<file path="src/rtl/demux2_stream.sv">
`default_nettype none
// ----------------------------------------------------------------------------
// demux2_stream : 1-to-2 valid/ready demultiplexer, one FIFO per output port
// Rev 1.0
// ----------------------------------------------------------------------------

module demux2_stream_fifo #(
  parameter int WIDTH = 32,
  parameter int DEPTH = 2
) (
  input  logic                         clk,
  input  logic                         rst,
  input  logic                         push,
  input  logic [WIDTH-1:0]             push_data,
  input  logic                         pop,
  output logic [WIDTH-1:0]             head_data,
  output logic                         head_valid,
  output logic                         full,
  output logic [$clog2(DEPTH+1)-1:0]   count
);
  localparam int CW = $clog2(DEPTH+1);
  localparam int AW = $clog2(DEPTH);
  localparam logic [CW-1:0] FULL_COUNT = CW'(DEPTH);

  logic [WIDTH-1:0] mem [DEPTH];
  logic [AW-1:0]    rd_ptr;
  logic [AW-1:0]    wr_ptr;
  logic [CW-1:0]    occ;
  logic [WIDTH-1:0] last_pop;
  logic             push_ok;
  logic             pop_ok;

  assign full       = (occ == FULL_COUNT);
  assign head_valid = (occ != '0);
  assign count      = occ;
  assign push_ok    = push & ~full;
  assign pop_ok     = pop & head_valid;

  // Empty FIFO presents the most recently popped beat rather than stale storage.
  assign head_data  = head_valid ? mem[rd_ptr] : last_pop;

  always_ff @(posedge clk) begin
    if (push_ok)
      mem[wr_ptr] <= push_data;
  end

  always_ff @(posedge clk) begin
    if (rst) begin
      rd_ptr   <= '0;
      wr_ptr   <= '0;
      occ      <= '0;
      last_pop <= '0;
    end else begin
      if (push_ok)
        wr_ptr <= wr_ptr + 1'b1;
      if (pop_ok) begin
        rd_ptr   <= rd_ptr + 1'b1;
        last_pop <= mem[rd_ptr];
      end
      case ({push_ok, pop_ok})
        2'b10:   occ <= occ + 1'b1;
        2'b01:   occ <= occ - 1'b1;
        default: occ <= occ;
      endcase
    end
  end
endmodule

module demux2_stream #(
  parameter int WIDTH = 32,
  parameter int DEPTH = 2
) (
  input  logic                         clk,
  input  logic                         rst,
  input  logic [WIDTH-1:0]             in_data,
  input  logic                         in_sel,
  input  logic                         in_valid,
  output logic                         in_ready,
  output logic [WIDTH-1:0]             a_data,
  output logic                         a_valid,
  input  logic                         a_ready,
  output logic [WIDTH-1:0]             b_data,
  output logic                         b_valid,
  input  logic                         b_ready,
  output logic [$clog2(DEPTH+1)-1:0]   a_count,
  output logic [$clog2(DEPTH+1)-1:0]   b_count
);
  logic a_full;
  logic b_full;
  logic push_a;
  logic push_b;

  // Readiness depends only on occupancy, never on a same-cycle pop.
  assign in_ready = in_sel ? ~a_full : ~b_full;
  assign push_a   = in_valid & in_ready & in_sel;
  assign push_b   = in_valid & in_ready & ~in_sel;

  demux2_stream_fifo #(.WIDTH(WIDTH), .DEPTH(DEPTH)) u_fifo_a (
    .clk        (clk),
    .rst        (rst),
    .push       (push_a),
    .push_data  (in_data),
    .pop        (a_ready),
    .head_data  (a_data),
    .head_valid (a_valid),
    .full       (a_full),
    .count      (a_count)
  );

  demux2_stream_fifo #(.WIDTH(WIDTH), .DEPTH(DEPTH)) u_fifo_b (
    .clk        (clk),
    .rst        (rst),
    .push       (push_b),
    .push_data  (in_data),
    .pop        (b_ready),
    .head_data  (b_data),
    .head_valid (b_valid),
    .full       (b_full),
    .count      (b_count)
  );
endmodule

`default_nettype wire

</file>
<file path="config.mk">
export PLATFORM = sky130hd
export DESIGN_NAME = demux2_stream
export DESIGN_NICKNAME = d
export VERILOG_FILES = /design/src/rtl/demux2_stream.sv
export SDC_FILE = /design/constraint.sdc
export NUM_CORES = 1
export LEC_CHECK = 0
export ABC_AREA = 1
export CAP_MARGIN = 25
export CORE_AREA = 2 2 116 141
export CTS_BUF_LIST = sky130_fd_sc_hd__clkbuf_4
export CTS_CLUSTER_DIAMETER = 120
export CTS_CLUSTER_SIZE = 28
export DETAILED_ROUTE_END_ITERATION = 8
export DIE_AREA = 0 0 118 143
export PLACE_DENSITY = 0.83
export SKIP_CTS_REPAIR_TIMING = 1
export SYNTH_ARGS = -nofsm -noshare
export SYNTH_HDL_FRONTEND = slang
export SYNTH_HIERARCHICAL = 1
export SYNTH_SLANG_ARGS = --single-unit
</file>
<file path="constraint.sdc">
create_clock -name clk -period 3.3 [get_ports clk]
set_input_delay 0.495 -clock clk [delete_from_list [all_inputs] [get_ports clk]]
set_output_delay 0.495 -clock clk [all_outputs]
set_load 0.05 [all_outputs]
</file>
**Run 1: the metal 1 layer**

Scale bar: 20 microns.
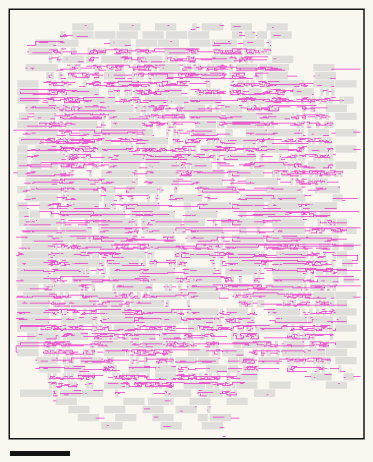
nets with wire on the layer: 1026
wire length on this layer: 6750 microns
longest straight run: 61.6 microns
share of all routed wire: 38%
via count: 6438
Total Wirelength: 17970 microns
met1 track demand over resource: 0.2368

**Run 1: signal wires on met2**

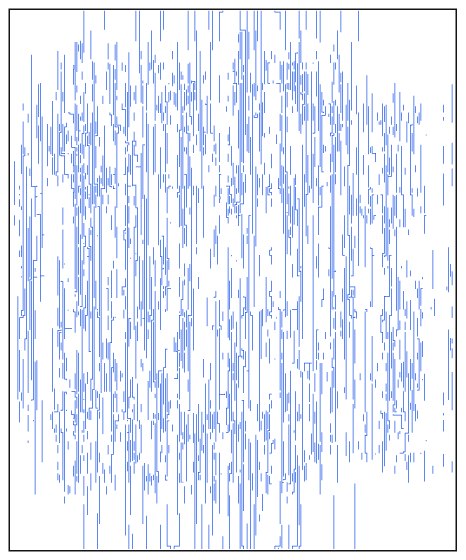
main direction: vertical
nets with wire on the layer: 885
wire length on this layer: 9820 microns

**Run 1: metal 3**

Scale bar: 20 microns.
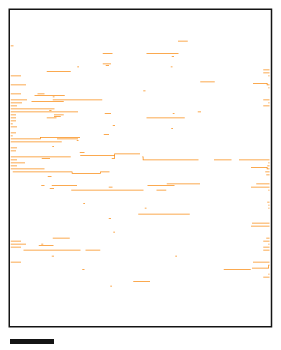
wire length on this layer: 758 microns
nets with wire on the layer: 92
main direction: horizontal
share of all routed wire: 4.2%
longest straight run: 32.4 microns

==> qor.txt, run 1 <==
Most Frequent Cell on Critical Path - nand2_1
Top non-seq family - simple AND/OR/NAND/NOR gates
DRC viols - 0
Register share after synthesis - 0.6119
ANT nets after route - 0
Leading registers by flop count - u_fifo_a/mem: 64 flops, u_fifo_b/mem: 64 flops
Met2 wire len - 9818 microns
Top cell excl fill/tap - nand2_1
Req. time, crit path - 2.80 ns
Site Rows - 50
Top cell category - flip-flops and latches
WHS - 0.4767 ns
Placeable Area - 15450 sq um
Max stage delay cell, worst path - dfxtp_1
Period utilization - 0.8791
Clk Latency, worst-skew pair - 0.62 ns
Final nets - 1163
Root Buffer - clkbuf_4
FF-to-FF End - u_fifo_b/mem[1][14]
First-pass GRT wire length - 28650 microns
Delay-heaviest family, CP - buffers and inverters
Hold Crit Endpoint - u_fifo_b/mem[0][21]
TritonCTS Buffers - 11
Clock buffer depth - 3
Worst Tran Pin Value - 1.002 ns
Routed wl met3 - 757 microns
Combinational share of cell area - 0.2367
WP data arrival - 2.41 ns
Fp_density - 0.5632
Vias in the first global route - 5961
Signal buffers - 121
Fin. max-slew vios - 0
Worst hold start - in_data[21]
Well Taps - 208
Chip Width - 118 microns
Die area - 16870 sq um
Post-synthesis cell area - 8702 sq um
# clk buffers - 16
ClkCell Share - 0.01399
FF-to-FF Start - u_fifo_b/count[0]
Gr usage total - 0.2136
Post-synthesis average cell area - 8.392 sq um
Post-Layout Cell Count - 1336
Seq cells post-synth - 202
Status - finished, final reports clean
Adder Area Share - 0.002876
Layout cell share with drive strength beyond 1 - 0.09051
Clock sink total - 202
Placed Area - 10550 sq um
CP Capture Point - a_data[19]
Die height - 143 microns
Mapped Cells - 1037
Total congestion overflow - 0
Tool warnings - 26
XOR/XNOR Area Share - 0
R2R Setup Slk - 0.95 ns
Worst-path fanout max - 33
Ys cells - 1037
CTS tree - yes
Clk slew on worst S/H paths - 0.27 ns
Highest Signal Layer - met4
Placed insts - 1317
Slew HR - 0.3315
Tmin final - 2.901 ns
GP Congestion - 0.8599
Final hold vios - 0
## run 1: layer usage
metal	vias up	global-route usage
met5	-	0
met4	0	0.07926
met3	40	0.03155
met2	154	0.4131
met1	2944	0.2368
li1	3300	-
## run 1: Yosys cell counts
library cell	number	area [sq um]
buf_6	10	112.6
buf_2	18	90.09
a21oi_1	2	10.01
o21ai_0	66	330.3
nor2_1	155	581.8
nand4_1	2	12.51
clkinv_1	3	11.26
nand2_2	1	6.260
dfxtp_1	74	1481
clkbuf_1	20	75.07
nand2_1	402	1509
ha_1	2	25.02
nor2_8	2	40.04
edfxtp_1	128	3844
nor2_2	1	6.260
inv_1	151	566.8
==> run 2, diff against run 1 <==
ABC_AREA = unset   (was 1)
CORE_AREA = 10 10 121 145   (was 2 2 116 141)
DIE_AREA = 0 0 131 155   (was 0 0 118 143)
**Run 2: clock wiring as the flow saved it**

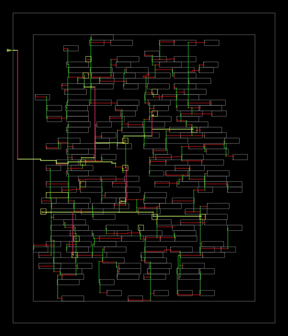
Clk Latency, worst-skew pair: 0.60 ns
TritonCTS Buffers: 11
registers: 202
clock sink total: 202

==> qor.txt, run 2 <==
Mapped Cells - 611 (was 1037)
Placed Area - 9390 sq um (was 10550 sq um)
Root Buffer - clkbuf_4 (unchanged)
Tmin final - 3.142 ns (was 2.901 ns)
Post-synth EDFFs - 128 (unchanged)
Top cell area share - 0.4709 (was 0.4417)
Req. time, crit path - 2.80 ns (about the same)
Hold Crit Endpoint - u_fifo_a/last_pop[19] (was u_fifo_b/mem[0][21])
Layout cell share with drive strength beyond 1 - 0.1700 (was 0.09051)
Delay-heaviest family, CP - buffers and inverters (unchanged)
Total Wirelength - 17630 microns (was 17970 microns)
Final Instance Area - 9673 sq um (was 10730 sq um)
R2R Setup Slk - 0.87 ns (was 0.95 ns)
Chip Width - 131 microns (was 118 microns)
FF-to-FF End - u_fifo_b/mem[0][25] (was u_fifo_b/mem[1][14])
Post-Layout Cell Count - 912 (was 1336)
Site Rows - 49 (was 50)
Vias in the first global route - 5243 (was 5961)
DRC viols - 0 (unchanged)
Yosys top cell by instances - edfxtp_1 (was nand2_1)
Worst Tran Pin Value - 0.6184 ns (was 1.002 ns)
Asr flop ratio synth - 0 (unchanged)
Status - finished, final reports clean (unchanged)
Placed insts - 893 (was 1317)
WP data arrival - 2.65 ns (was 2.41 ns)
Die height - 155 microns (was 143 microns)
Register share after synthesis - 0.6525 (was 0.6119)
Top non-seq family - AND-OR/OR-AND gates (was simple AND/OR/NAND/NOR gates)
Die area - 20310 sq um (was 16870 sq um)
Clock buffer depth - 3 (unchanged)
FF-to-FF Start - u_fifo_b/count[0] (unchanged)
Tool warnings - 26 (unchanged)
Final hold vios - 0 (unchanged)
Via count - 5003 (was 6438)
Top cells by area - edfxtp_1 (47%), dfxtp_1 (18%), a211oi_2 (8.9%) (was edfxtp_1 (44%), nand2_1 (17%), dfxtp_1 (17%))
Worst-path fanout max - 65 (was 33)
Max stage delay cell, worst path - clkdlybuf4s50_1 (was dfxtp_1)
Commonest flop - edfxtp_1 (unchanged)
Fin. max-slew vios - 0 (unchanged)
XOR/XNOR Area Share - 0.006439 (was 0)
GP Congestion - 0.7912 (was 0.8599)
Via/cell ratio - 5.486 (was 4.819)
ANT nets after route - 0 (unchanged)
Slew HR - 0.5864 (was 0.3315)
Total congestion overflow - 0 (unchanged)
Endpoint type of the worst setup path - output port (unchanged)
CTS tree - yes (unchanged)
Post-synthesis cell area - 8162 sq um (was 8702 sq um)
Period utilization - 0.9521 (was 0.8791)
Ys cells - 611 (was 1037)
Fmax - 318.3 MHz (was 344.7 MHz)
Cell type with the largest total area - edfxtp_1 (unchanged)
Gr usage total - 0.1750 (was 0.2136)
Top cell excl fill/tap - edfxtp_1 (was nand2_1)
Final nets - 742 (was 1163)
CP Capture Point - b_data[12] (was a_data[19])
Post-synthesis average cell area - 13.36 sq um (was 8.392 sq um)
Leading registers by flop count - u_fifo_a/mem: 64 flops, u_fifo_b/mem: 64 flops (unchanged)
WHS - 0.3494 ns (was 0.4767 ns)
Clk slew on worst S/H paths - 0.26 ns (was 0.27 ns)
First-pass GRT wire length - 28060 microns (was 28650 microns)
Adder Area Share - 0.003066 (was 0.002876)
run 2: area by class of cell:
type / instances / area [sq um]
diodes: 2 / 5.005
clock buffers: 16 / 120.1
clock inverters: 1 / 30.03
fillers: 1064 / 5102
inverters: 6 / 22.52
multi-input cells: 359 / 2531
flip-flops and latches: 202 / 5328
well taps: 204 / 255.2
repair buffers: 122 / 1381
run 2: routing by layer:
metal / vias to the layer above / GRT usage / wire [microns]
met5: - / 0 / 0
li1: 2399 / - / -
met1: 2461 / 0.2065 / 6885
met4: 0 / 0.04775 / 379
met3: 24 / 0.02992 / 797
met2: 119 / 0.3168 / 9566
==> run 3, diff against run 2 <==
clock period = 3.6 ns   (was 3.3 ns; I/O delays follow)
**Run 3: metal 3**

Scale bar: 50 microns.
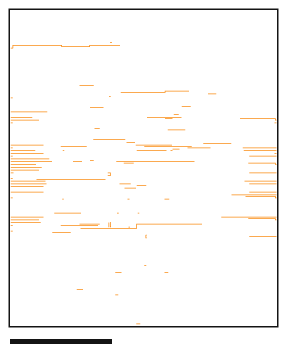
main direction: horizontal
longest straight run: 38.2 microns
nets with wire on the layer: 74
share of all routed wire: 5.7%

==> qor.txt, run 3 <==
Top cell category - flip-flops and latches (unchanged)
Adder Area Share - 0.003066 (unchanged)
Post-synthesis average cell area - 13.36 sq um (unchanged)
Fmax - 293.3 MHz
GRT busiest layer - met2 (unchanged)
Commonest flop - edfxtp_1 (unchanged)
Final hold vios - 0 (unchanged)
Comb gates - 359 (unchanged)
Post-Layout Cell Count - 909 (was 912)
Non-clock buffering overhead - 0.1295 (was 0.1428)
Status - finished, final reports clean (unchanged)
Delay-heaviest family, CP - buffers and inverters (unchanged)
Post-synthesis cell area - 8162 sq um (unchanged)
Seq cells post-synth - 202 (unchanged)
Ys cells - 611 (unchanged)
DRC viols - 0 (unchanged)
Combinational share of cell area - 0.2662 (was 0.2617)
Top cell area share - 0.4709 (unchanged)
Placed insts - 891 (was 893)
Clk Latency, worst-skew pair - 0.59 ns (was 0.60 ns)
Max stage delay cell, worst path - clkdlybuf4s50_1 (unchanged)
Period utilization - 0.9471
Most instantiated cells after synthesis - edfxtp_1 (128), nor2_1 (114), dfxtp_1 (74), a21oi_1 (68), mux2i_1 (65) (unchanged)
Fin. max-slew vios - 0 (unchanged)
Met2 GRT Util - 0.3064 (was 0.3168)
CTS tree - yes (unchanged)
First-pass GRT wire length - 27740 microns (was 28060 microns)
Final nets - 740 (was 742)
Antenna cells - 1 (was 2)
Top cells by area - edfxtp_1 (47%), dfxtp_1 (18%), a211oi_2 (8.9%) (unchanged)
Chip Width - 131 microns (unchanged)
Total congestion overflow - 0 (unchanged)
Endpoint type of the worst setup path - output port (unchanged)
Seq. cell area - 5328 sq um (unchanged)
Worst Tran Pin Value - 0.9043 ns (was 0.6184 ns)
Met3 GRT Util - 0.03026 (was 0.02992)
Tool warnings - 26 (unchanged)
Vias in the first global route - 5203 (was 5243)
Met1 track demand over resource - 0.2046 (was 0.2065)
Clock buffer depth - 3 (unchanged)
Top non-seq family - AND-OR/OR-AND gates (unchanged)
Site Rows - 49 (unchanged)
Fill count - 1078 (was 1064)
ANT nets after route - 0 (unchanged)
Seq/total area - 0.5592 (was 0.5508)
Post-synth EDFFs - 128 (unchanged)
Die height - 155 microns (unchanged)
# clk buffers - 16 (unchanged)
Slew HR - 0.3971 (was 0.5864)
Via count - 5026 (was 5003)
Worst-path fanout max - 15 (was 65)
Gr usage total - 0.1715 (was 0.1750)
Placed Area - 9363 sq um (was 9390 sq um)
Asr flop ratio synth - 0 (unchanged)
Inverter count - 6 (unchanged)
WP data arrival - 2.87 ns (was 2.65 ns)
Final Instance Area - 9528 sq um (was 9673 sq um)
Req. time, crit path - 3.06 ns (was 2.80 ns)
Mapped Cells - 611 (unchanged)
Leading registers by flop count - u_fifo_a/mem: 64 flops, u_fifo_b/mem: 64 flops (unchanged)
Total Wirelength - 17520 microns (was 17630 microns)
MI comb area - 2536 sq um (was 2531 sq um)
Top cell excl fill/tap - edfxtp_1 (unchanged)
XOR/XNOR Area Share - 0.006439 (unchanged)
Clk slew on worst S/H paths - 0.26 ns (about the same)
[run 3: cell families after synthesis]
family	Yosys count
buffers and inverters	50
flip-flops	202
AND-OR/OR-AND	138
AND/OR/NAND/NOR	148
XOR/XNOR	6
adder cells (fa/ha/maj)	2
multiplexers	65
[run 3: final timing paths]
| kind | slack [ns] | endpoint | depth (start not counted) | from |
|---|---|---|---|---|
| min reg2reg | 0.52 | u_fifo_b/wr_ptr | 2 | u_fifo_b/wr_ptr |
| min | 0.34 | u_fifo_b/count[0] | 2 | rst |
| max | 0.19 | b_data[7] | 4 | flop |
| max reg2reg | 1.25 | u_fifo_a/mem[0][5] | 7 | u_fifo_a/count[0] |
[run 3: per-layer routing]
metal	vias to the layer above	share of wire
met5	-	0
met4	0	0.022
met3	25	0.057
met2	132	0.53
met1	2478	0.39
li1	2391	-
